Run 1, signal metal coverage by tile:
The bar under the picture is 50 µm long. The die is cut into 23 by 18 equal tiles; white is low, dark blue is high, scaled to the fullest tile. Values are wire area over tile area, all layers added.
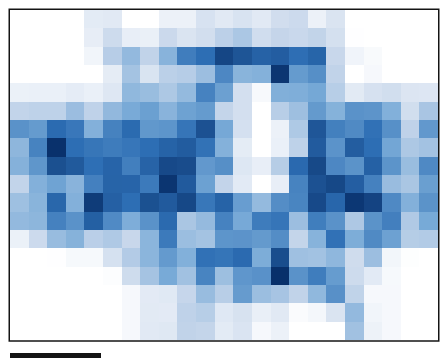
Run 1, M3 wires:
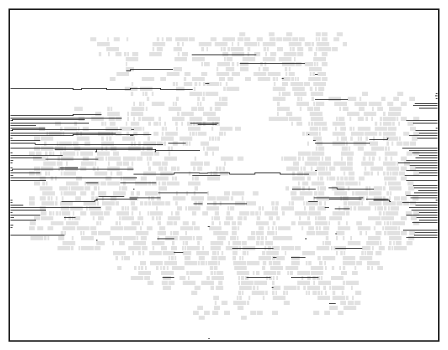
Run 1, zoomed window:
Window x 97 to 137, y 70 to 110 µm. Cells in gray, sequential cells in the stronger gray; small squares are vias.
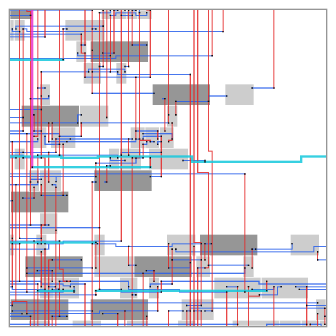
==> src/rtl/word_packer_pkg.sv <==
// Shared helpers for the narrow-to-wide word packer.
package packer_pkg;

  localparam int DEF_IN_W  = 8;
  localparam int DEF_OUT_W = 128;

  // Number of input beats per output word.
  function automatic int ratio_of(input int out_w, input int in_w);
    return out_w / in_w;
  endfunction

  // Counter width able to hold 0..RATIO.
  function automatic int cnt_w_of(input int ratio);
    return $clog2(ratio + 1);
  endfunction

  // Output lane that beat k of a word lands in.
  function automatic int unsigned lane_of(input int unsigned k,
                                          input int unsigned ratio,
                                          input bit          msb_first);
    return msb_first ? (ratio - 1 - k) : k;
  endfunction

endpackage

==> src/rtl/word_packer_if.sv <==
// Input beat stream and output word stream of the word packer.
interface word_packer_if
  import packer_pkg::*;
#(
  parameter int IN_W  = 8,
  parameter int OUT_W = 128
);
  localparam int RATIO = ratio_of(OUT_W, IN_W);

  logic [IN_W-1:0]  in_data;
  logic             in_valid;
  logic             flush;
  logic             in_ready;
  logic [OUT_W-1:0] out_data;
  logic [RATIO-1:0] out_keep;
  logic             out_last;
  logic             out_valid;
  logic             out_ready;

  // Packer side.
  modport slave (
    input  in_data, in_valid, flush, out_ready,
    output in_ready, out_data, out_keep, out_last, out_valid
  );

  // Producer/consumer side.
  modport master (
    output in_data, in_valid, flush, out_ready,
    input  in_ready, out_data, out_keep, out_last, out_valid
  );
endinterface

==> src/rtl/word_packer_out_slot.sv <==
// Single-entry valid/ready holding register for a closed word; a new word
// may be loaded on the same edge the current one is taken.
module pack_out_slot #(
  parameter int DATA_W = 128,
  parameter int KEEP_W = 16
) (
  input  logic              i_clk,
  input  logic              i_rst,
  input  logic              i_load,
  input  logic [DATA_W-1:0] i_data,
  input  logic [KEEP_W-1:0] i_keep,
  input  logic              i_last,
  input  logic              i_ready,
  output logic              o_free,
  output logic              o_valid,
  output logic [DATA_W-1:0] o_data,
  output logic [KEEP_W-1:0] o_keep,
  output logic              o_last
);
  logic              r_valid;
  logic [DATA_W-1:0] r_data;
  logic [KEEP_W-1:0] r_keep;
  logic              r_last;

  // Slot can accept a word when empty or being drained this cycle.
  assign o_free  = !r_valid || i_ready;
  assign o_valid = r_valid;
  assign o_data  = r_data;
  assign o_keep  = r_keep;
  assign o_last  = r_last;

  // Load has priority over drain so a drain+load edge leaves no bubble.
  always_ff @(posedge i_clk) begin
    if (i_rst) begin
      r_valid <= 1'b0;
      r_data  <= '0;
      r_keep  <= '0;
      r_last  <= 1'b0;
    end else if (i_load) begin
      r_valid <= 1'b1;
      r_data  <= i_data;
      r_keep  <= i_keep;
      r_last  <= i_last;
    end else if (r_valid && i_ready) begin
      r_valid <= 1'b0;
    end
  end
endmodule

==> src/rtl/word_packer.sv <==
// Packs RATIO = OUT_W/IN_W input beats into one output word, with flush of
// partial words (lane mask in out_keep) and full backpressure.
module word_packer
  import packer_pkg::*;
#(
  parameter int IN_W      = 8,
  parameter int OUT_W     = 128,
  parameter bit MSB_FIRST = 1'b1
) (
  input  logic          clk,
  input  logic          rst,
  word_packer_if.slave  bus
);
  localparam int RATIO  = ratio_of(OUT_W, IN_W);
  localparam int CNT_W  = cnt_w_of(RATIO);
  localparam int LANE_W = (RATIO > 1) ? $clog2(RATIO) : 1;

  if (((OUT_W % IN_W) != 0) || (RATIO < 2)) begin : g_param_check
    $error("word_packer: OUT_W must be a multiple of IN_W with OUT_W/IN_W >= 2");
  end

  logic [CNT_W-1:0]  r_cnt;
  logic [OUT_W-1:0]  r_acc;
  logic [RATIO-1:0]  r_keep;
  logic              r_last;
  logic              r_pend;

  logic              w_in_ready;
  logic              w_fire;
  logic              w_close;
  logic              w_word_rdy;
  logic              w_slot_free;
  logic              w_load;
  logic [LANE_W-1:0] w_lane;
  logic [OUT_W-1:0]  w_acc_nxt;
  logic [RATIO-1:0]  w_keep_nxt;
  logic              w_last_nxt;

  logic              w_out_valid;
  logic [OUT_W-1:0]  w_out_data;
  logic [RATIO-1:0]  w_out_keep;
  logic              w_out_last;

  // A pending word blocks input; no path from out_ready to in_ready.
  assign w_in_ready = !rst && !r_pend;
  assign w_fire     = bus.in_valid && w_in_ready;
  assign w_lane     = LANE_W'(lane_of(32'(r_cnt), RATIO, MSB_FIRST));

  // Accumulator and lane mask as they stand after this cycle's beat.
  always_comb begin
    w_acc_nxt  = r_acc;
    w_keep_nxt = r_keep;
    if (w_fire) begin
      w_acc_nxt[w_lane*IN_W +: IN_W] = bus.in_data;
      w_keep_nxt[w_lane]             = 1'b1;
    end
  end

  // A flush always carries a beat, so it always closes a non-empty word.
  assign w_close    = w_fire && (bus.flush || (r_cnt == CNT_W'(RATIO - 1)));
  assign w_last_nxt = w_fire ? bus.flush : r_last;
  assign w_word_rdy = w_close || r_pend;
  assign w_load     = w_word_rdy && w_slot_free;

  // Accumulator, lane counter and pending-word control.
  always_ff @(posedge clk) begin
    if (rst) begin
      r_cnt  <= '0;
      r_acc  <= '0;
      r_keep <= '0;
      r_last <= 1'b0;
      r_pend <= 1'b0;
    end else if (w_load) begin
      r_cnt  <= '0;
      r_acc  <= '0;
      r_keep <= '0;
      r_last <= 1'b0;
      r_pend <= 1'b0;
    end else if (w_close) begin
      r_cnt  <= r_cnt + CNT_W'(1);
      r_acc  <= w_acc_nxt;
      r_keep <= w_keep_nxt;
      r_last <= bus.flush;
      r_pend <= 1'b1;
    end else if (w_fire) begin
      r_cnt  <= r_cnt + CNT_W'(1);
      r_acc  <= w_acc_nxt;
      r_keep <= w_keep_nxt;
    end
  end

  pack_out_slot #(
    .DATA_W (OUT_W),
    .KEEP_W (RATIO)
  ) u_slot (
    .i_clk   (clk),
    .i_rst   (rst),
    .i_load  (w_load),
    .i_data  (w_acc_nxt),
    .i_keep  (w_keep_nxt),
    .i_last  (w_last_nxt),
    .i_ready (bus.out_ready),
    .o_free  (w_slot_free),
    .o_valid (w_out_valid),
    .o_data  (w_out_data),
    .o_keep  (w_out_keep),
    .o_last  (w_out_last)
  );

  assign bus.in_ready  = w_in_ready;
  assign bus.out_valid = w_out_valid;
  assign bus.out_data  = w_out_data;
  assign bus.out_keep  = w_out_keep;
  assign bus.out_last  = w_out_last;
endmodule

==> src/flat_wrapper.sv <==
// flat-port wrapper written by rule: the top's interface ports become plain ports
module word_packer_flat import packer_pkg::*;
#(
  parameter int IN_W      = 8,
  parameter int OUT_W     = 128,
  parameter bit MSB_FIRST = 1'b1
)
  (clk, rst, bus_in_data, bus_in_valid, bus_flush, bus_out_ready, bus_in_ready, bus_out_data, bus_out_keep, bus_out_last, bus_out_valid);
  word_packer_if #(.IN_W(IN_W), .OUT_W(OUT_W)) bus_i ();
  input  logic clk;
  input  logic rst;
  input wire logic [$bits(bus_i.in_data)-1:0] bus_in_data;
  input wire logic [$bits(bus_i.in_valid)-1:0] bus_in_valid;
  input wire logic [$bits(bus_i.flush)-1:0] bus_flush;
  input wire logic [$bits(bus_i.out_ready)-1:0] bus_out_ready;
  output wire logic [$bits(bus_i.in_ready)-1:0] bus_in_ready;
  output wire logic [$bits(bus_i.out_data)-1:0] bus_out_data;
  output wire logic [$bits(bus_i.out_keep)-1:0] bus_out_keep;
  output wire logic [$bits(bus_i.out_last)-1:0] bus_out_last;
  output wire logic [$bits(bus_i.out_valid)-1:0] bus_out_valid;
  assign bus_i.in_data = bus_in_data;
  assign bus_i.in_valid = bus_in_valid;
  assign bus_i.flush = bus_flush;
  assign bus_i.out_ready = bus_out_ready;
  assign bus_in_ready = bus_i.in_ready;
  assign bus_out_data = bus_i.out_data;
  assign bus_out_keep = bus_i.out_keep;
  assign bus_out_last = bus_i.out_last;
  assign bus_out_valid = bus_i.out_valid;
  word_packer #(.IN_W(IN_W), .OUT_W(OUT_W), .MSB_FIRST(MSB_FIRST)) u_core (.clk(clk), .rst(rst), .bus(bus_i));
endmodule
==> config.mk <==
export PLATFORM = sky130hd
export DESIGN_NAME = word_packer_flat
export DESIGN_NICKNAME = d
export VERILOG_FILES = /design/src/rtl/word_packer_pkg.sv /design/src/rtl/word_packer_if.sv /design/src/rtl/word_packer_out_slot.sv /design/src/rtl/word_packer.sv /design/src/flat_wrapper.sv
export SDC_FILE = /design/constraint.sdc
export NUM_CORES = 1
export LEC_CHECK = 0
export CAP_MARGIN = 40
export CORE_ASPECT_RATIO = 0.75
export CORE_MARGIN = 10
export CORE_UTILIZATION = 30
export CTS_BUF_LIST = sky130_fd_sc_hd__clkbuf_8
export CTS_CLUSTER_DIAMETER = 50
export DETAILED_ROUTE_END_ITERATION = 12
export GPL_TIMING_DRIVEN = 1
export SYNTH_ARGS = -nofsm -noshare
export SYNTH_HDL_FRONTEND = slang
export SYNTH_SLANG_ARGS = --single-unit
==> constraint.sdc <==
create_clock -name clk -period 6 [get_ports clk]
set_clock_uncertainty 0.05 [all_clocks]
set_input_delay 0.6 -clock clk [delete_from_list [all_inputs] [get_ports clk]]
set_output_delay 0.6 -clock clk [all_outputs]
set_load 0.01 [all_outputs]
==> CHANGELOG.md, run 1 <==
### Physical design

- Outcome: finished, final reports clean
- Post-detailed-route wirelength per cell: 17.65 µm
- Dominant class by area: sequential cells
- Signal buf overhead: 12.78%
- Number of enable flip-flop cells: 0
- Seq/total area: 44.86%
- Crit Path Max Fanout: 73
- Hold_ws: approximately 400 ps
- DIE AREA: 42,250 µm²
- CTS tree: done
- Worst setup SP type: flop
- Synth Flop Type: dfxtp_1
- CTS Hold Bufs: 0
- Layout cell share with drive strength beyond 1: 7.978%
- Crit path launch: u_core.r_cnt[0]
- Clkbuf count: approximately 60
- Tally of buffers added on design ports: 159
- CP bufs+invs: 1
- Xor/xnor share: 0.2549%
- Bufs w/o clock: between 150 and 200
- Period utilisation layout: roughly two thirds
- Nets@finish: between 1,000 and 1,500
- Yosys chip area: ~10,000 µm²
- Die W: 234.0 µm
- Crit path kind: reg2reg
- Synth Warn #: 0
- Synth cell count leaders: dfxtp_1, nand2_1, nor2_1
- Drt pass-1 iters: 5
- Skew-Pair Late Insertion Delay: 560 ps
- Crit path top cell by count: ha_1
- Final GP Congestion: approximately 0.77
- R2r setup slk: roughly 2100 ps
- Via-to-Cell Ratio: 4.619
- Worst path depth: 8
- Area fraction in mux cells: 10.39%
- Clock Path Buffers: 3
- Total track usage: 14.00%
- Logic share of the area: 30.47%
- Mi-comb count: 708
- Congestion Overflow GR: 0
- Relative slew slack: 43.38%
- Area Overhead vs Synth: 28.57%
- Core area: 33,740 µm²
- Invs w/o clock: 6
- Worst setup EP type: flop
- Setup TNS: 0 ps
- Cell type with the largest total area after synthesis: dfxtp_1
- Num CTS Buffers: ~48
- RSZ-0062 raised after global routing: no
- R2R Path End: u_core.u_slot.o_keep[14]
- CTS H-tree depth: 2
- Min Tclk post-route: just under 4000 ps
- Hold WC Path Type: reg2reg
- Crit path to: u_core.u_slot.o_keep[14]
- Comb gate area: 4039 µm²
About 'signal metal coverage by tile':
34% of the tiles are over half the peak. The mean over all tiles is 0.12. 19% of the tiles are nearly empty. The emptiest ninth of the die: bottom left. The fullest tile reaches 0.32.

About 'M3 wires':
The layer holds 8.1% of the routed length. The wires run mostly horizontal. The layer carries 2,440 µm of wire. 106 nets have wire on it. The longest straight run is 77.5 µm.
total number of vias: 7,926
met3 Usage GRT: 4.909%
DRT Wirelength: 30,290 µm

About 'zoomed window':
Key: met3 = cyan; met2 = red; met1 = blue; met4 = magenta
47 logic cells have their middle in the window. Netlist names of flops here include u_core.r_acc (6), u_core.u_slot.o_data (4). Most frequent: dfxtp_1 (10), nand2_1 (9). Sequential cells in the window: 10.

## run 1: through the flow
stage	cell area (µm²)	worst slack [ps]	power, W	util [%]
floorplan	10310	3331	0.002135	-
global placement	12260	2234	0.002201	36.34
detailed placement	12260	2094	0.002203	36.34
CTS	13250	2077	0.003984	39.28
global route	13250	1761	0.004085	39.28
finish	13250	2066	0.003934	39.28
## run 1: placed cells by master (no fill, tap or decap), drive strengths merged, types with 2 or more instances in the layout
cell type / n
clkdlybuf4s50: 159
and3: 3
clkbuf: 60
or3: 5
dfxtp: 297
a21oi: 22
inv: 19
nor2: 155
o21ai: 144
nand2: 166
nor3b: 4
a31oi: 16
nand2b: 3
nor3: 5
a22oi: 7
nor2b: 6
nand3: 6
a32oi: 14
and2: 25
ha: 6
bufinv: 2
clkinv: 7
clkinvlp: 2
buf: 12
xnor2: 2
mux2i: 107
## run 1: sequential cells by signal, summed over array words and instances, names as in the netlist
register and flops:
u_core.r_acc 128, u_core.u_slot.o_data 128, u_core.r_keep 16, u_core.u_slot.o_keep 16, u_core.r_cnt 5, u_core.r_last 1, u_core.r_pend 1, u_core.u_slot.o_last 1
u_core.u_slot.o_valid 1
## run 1: worst register-to-register path: stages (launching register included)
cell	delay, ps
dfxtp_1	460
ha_1	410
and3_1	240
ha_1	190
or2_2	270
a31oi_1	570
or3_4	780
buf_4	610
o21ai_0	220
## run 1: where the power goes
part | internal [W] | switching [W]
logic | 0.0000414 | 0.000130
clock network | 0.000987 | 0.000789
registers | 0.00198 | 0.00000639
total | 0.00301 | 0.000925
## run 1: per-layer routing
metal  track usage [%]  routed length [µm]  vias up
li1                  -                   -     3943
met1             18.36               13990     3772
met2             21.63               13440      175
met3             4.909                2443       36
met4             2.962                 414        0
met5                 0                   0        -
Run 1, clock distribution:
The bar under the picture is 50 µm long.
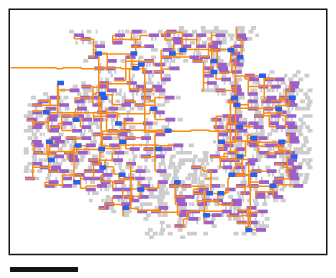

## Run 2: what changed since run 1
- clock period: 6 -> 3.44 ns (I/O delays scaled with it)
Run 2, clock distribution:
The bar under the picture is 50 µm long.
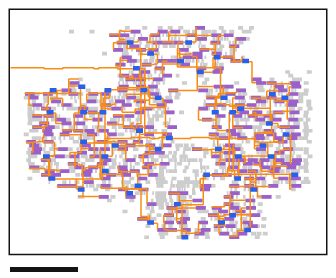
Key: clock wires = orange [length 4,030 µm]; flip-flops = purple [count 297]; cells driving clock nets = blue [count 50]
There are 51 routed clock nets. Position of the flops: widely spread.

Run 2, zoomed window:
Window x 97 to 137, y 70 to 110 µm. Cells in gray, sequential cells in the stronger gray; small squares are vias.
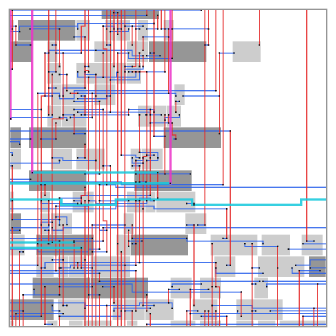
Key: met2 = red; met1 = blue; met4 = magenta; met3 = cyan
Netlist names of flops here include u_core.r_acc (6), u_core.u_slot.o_data (5). 67 logic cells have their middle in the window. Sequential cells in the window: 11. Most frequent: dfxtp_1 (11), nand2_1 (10), buf_4 (7).

==> run 2 against run 1 <==
  * Non-clock buffer count increased by 12
  * Combinational power rose by 85%
  * Register-to-register slack got worse by 1600 ps
  * Worst setup slack got worse by 1600 ps
  * Clock power is 76% higher
  * Synthesized area unchanged
  * Sequential power grew 74%
  * Fmax is 34% higher
  * Global-route usage rose by 0.13 points
  * Power grew 76%
  * Count of clock-buffer cells in the layout increased by 3
  * Critical path type unchanged
  * Critical endpoint is now u_core.u_slot.o_data[88]
  * Highest routed layer unchanged
==> CHANGELOG.md, run 2 <==
### Physical design

- Drt pass-1 iters: 5
- Synth Warn #: 0
- Met2 wire len: 13,390 µm
- Max layer used: met4
- Fin area: 13,430 µm²
- Layout cell share with drive strength beyond 1: between 9 and 10%
- Worst setup SP type: flop
- Final GP Congestion: 0.8039
- Seq/total area: 44.27%
- Setup ws final: roughly 500 ps
- Die W: 234.0 µm
- Cell type with the largest total area after synthesis: dfxtp_1
- Routed length on met1: 14,010 µm
- Post-detailed-route wirelength per cell: 17.57 µm
- Total track usage: 14.12%
- Met3 routed WL: 2665 µm
- Period utilisation layout: between 80 and 90%
- Crit path kind: reg2reg
- Skew-Pair Late Insertion Delay: 590 ps
- Invs w/o clock: 6
- CTS tree: done
- Comb gate area: just over 4000 µm²
- Setup TNS: 0 ps
- Outcome: finished, final reports clean
- Top cells excl fill/tap: dfxtp_1, nand2_1, clkdlybuf4s50_1
- CTS H-tree depth: 2
- Dominant class by area: sequential cells
- Logic share of the area: 30.07%
- RSZ-0062 raised after global routing: no
- Clkbuf count: 63
- Clock Path Buffers: 3
- Worst setup EP type: flop
- Area Overhead vs Synth: 30.28%
- Nets@finish: between 1,000 and 1,500
- Num CTS Buffers: 50
- Worst slack at placement: 526.9 ps
- Placed inst area: 12,420 µm²
- DIE AREA: roughly 42,000 µm²
- Min Tclk post-route: 2940 ps
- CTS Hold Bufs: 0
- Crit Path Max Fanout: 12
- Hold WC Path Type: reg2reg
- Core area: ~34,000 µm²
- Synth Flop Type: dfxtp_1
Run 2, M3 wires:
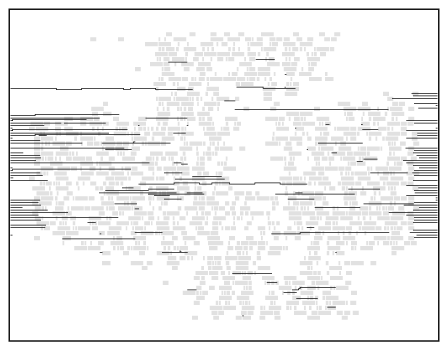
The layer carries 2,670 µm of wire. The wires run mostly horizontal. 107 nets have wire on it. The layer holds 8.8% of the routed length.
total number of vias: 8,016
DRT Wirelength: 30,480 µm

## run 2: through the flow
step	instances	power, W	hold slack (ps)	util, %
after floorplan	1088	0.003724	371.0	-
after global placement	1644	0.003859	386.9	36.80
after detailed placement	1644	0.003862	392.9	36.80
after CTS	1735	0.006999	363.3	39.80
after global routing	1735	0.007181	398.5	39.80
final	1735	0.006914	397.3	39.80
## run 2: logic make-up after synthesis
group / after synthesis / synth area share (%)
AND/OR/NAND/NOR: 385 / 16.54
flip-flops: 297 / 57.68
buffers and inverters: 83 / 3.374
multiplexers: 107 / 10.39
AND-OR/OR-AND: 207 / 11.03
adder cells (fa/ha/maj): 6 / 0.7282
XOR/XNOR: 3 / 0.2549
## run 2: critical path, stage by stage, from the launching register on
cell and delay, ps:
dfxtp_1 440, and3_1 260, ha_1 240, or4b_4 520
nor3_2 350, and2_1 510, mux2i_1 340, o21ai_1 80
## run 2: path summary, 6_finish.rpt
kind / from / end / slack (ps) / depth (start not counted)
min: u_core.u_slot.o_data[4] / u_core.u_slot.o_data[4] / 400 / 2
max: u_core.r_cnt[2] / u_core.u_slot.o_data[88] / 500 / 7
max reg2reg: u_core.r_cnt[2] / u_core.u_slot.o_data[88] / 500 / 7
min reg2reg: u_core.u_slot.o_data[4] / u_core.u_slot.o_data[4] / 400 / 2
## run 2: power by group
| part | internal [W] | total [W] | switching [W] |
|---|---|---|---|
| Sequential | 0.00345 | 0.00346 | 0.0000106 |
| Clock | 0.00167 | 0.00313 | 0.00147 |
| Combinational | 0.0000900 | 0.000317 | 0.000227 |
## run 2: per-layer routing
metal	GRT usage, %	up-vias
met3	5.302	40
met5	0	-
met1	18.63	3803
met4	3.425	0
li1	-	3981
met2	21.26	192
Power is estimated from default activity; no workload was simulated.
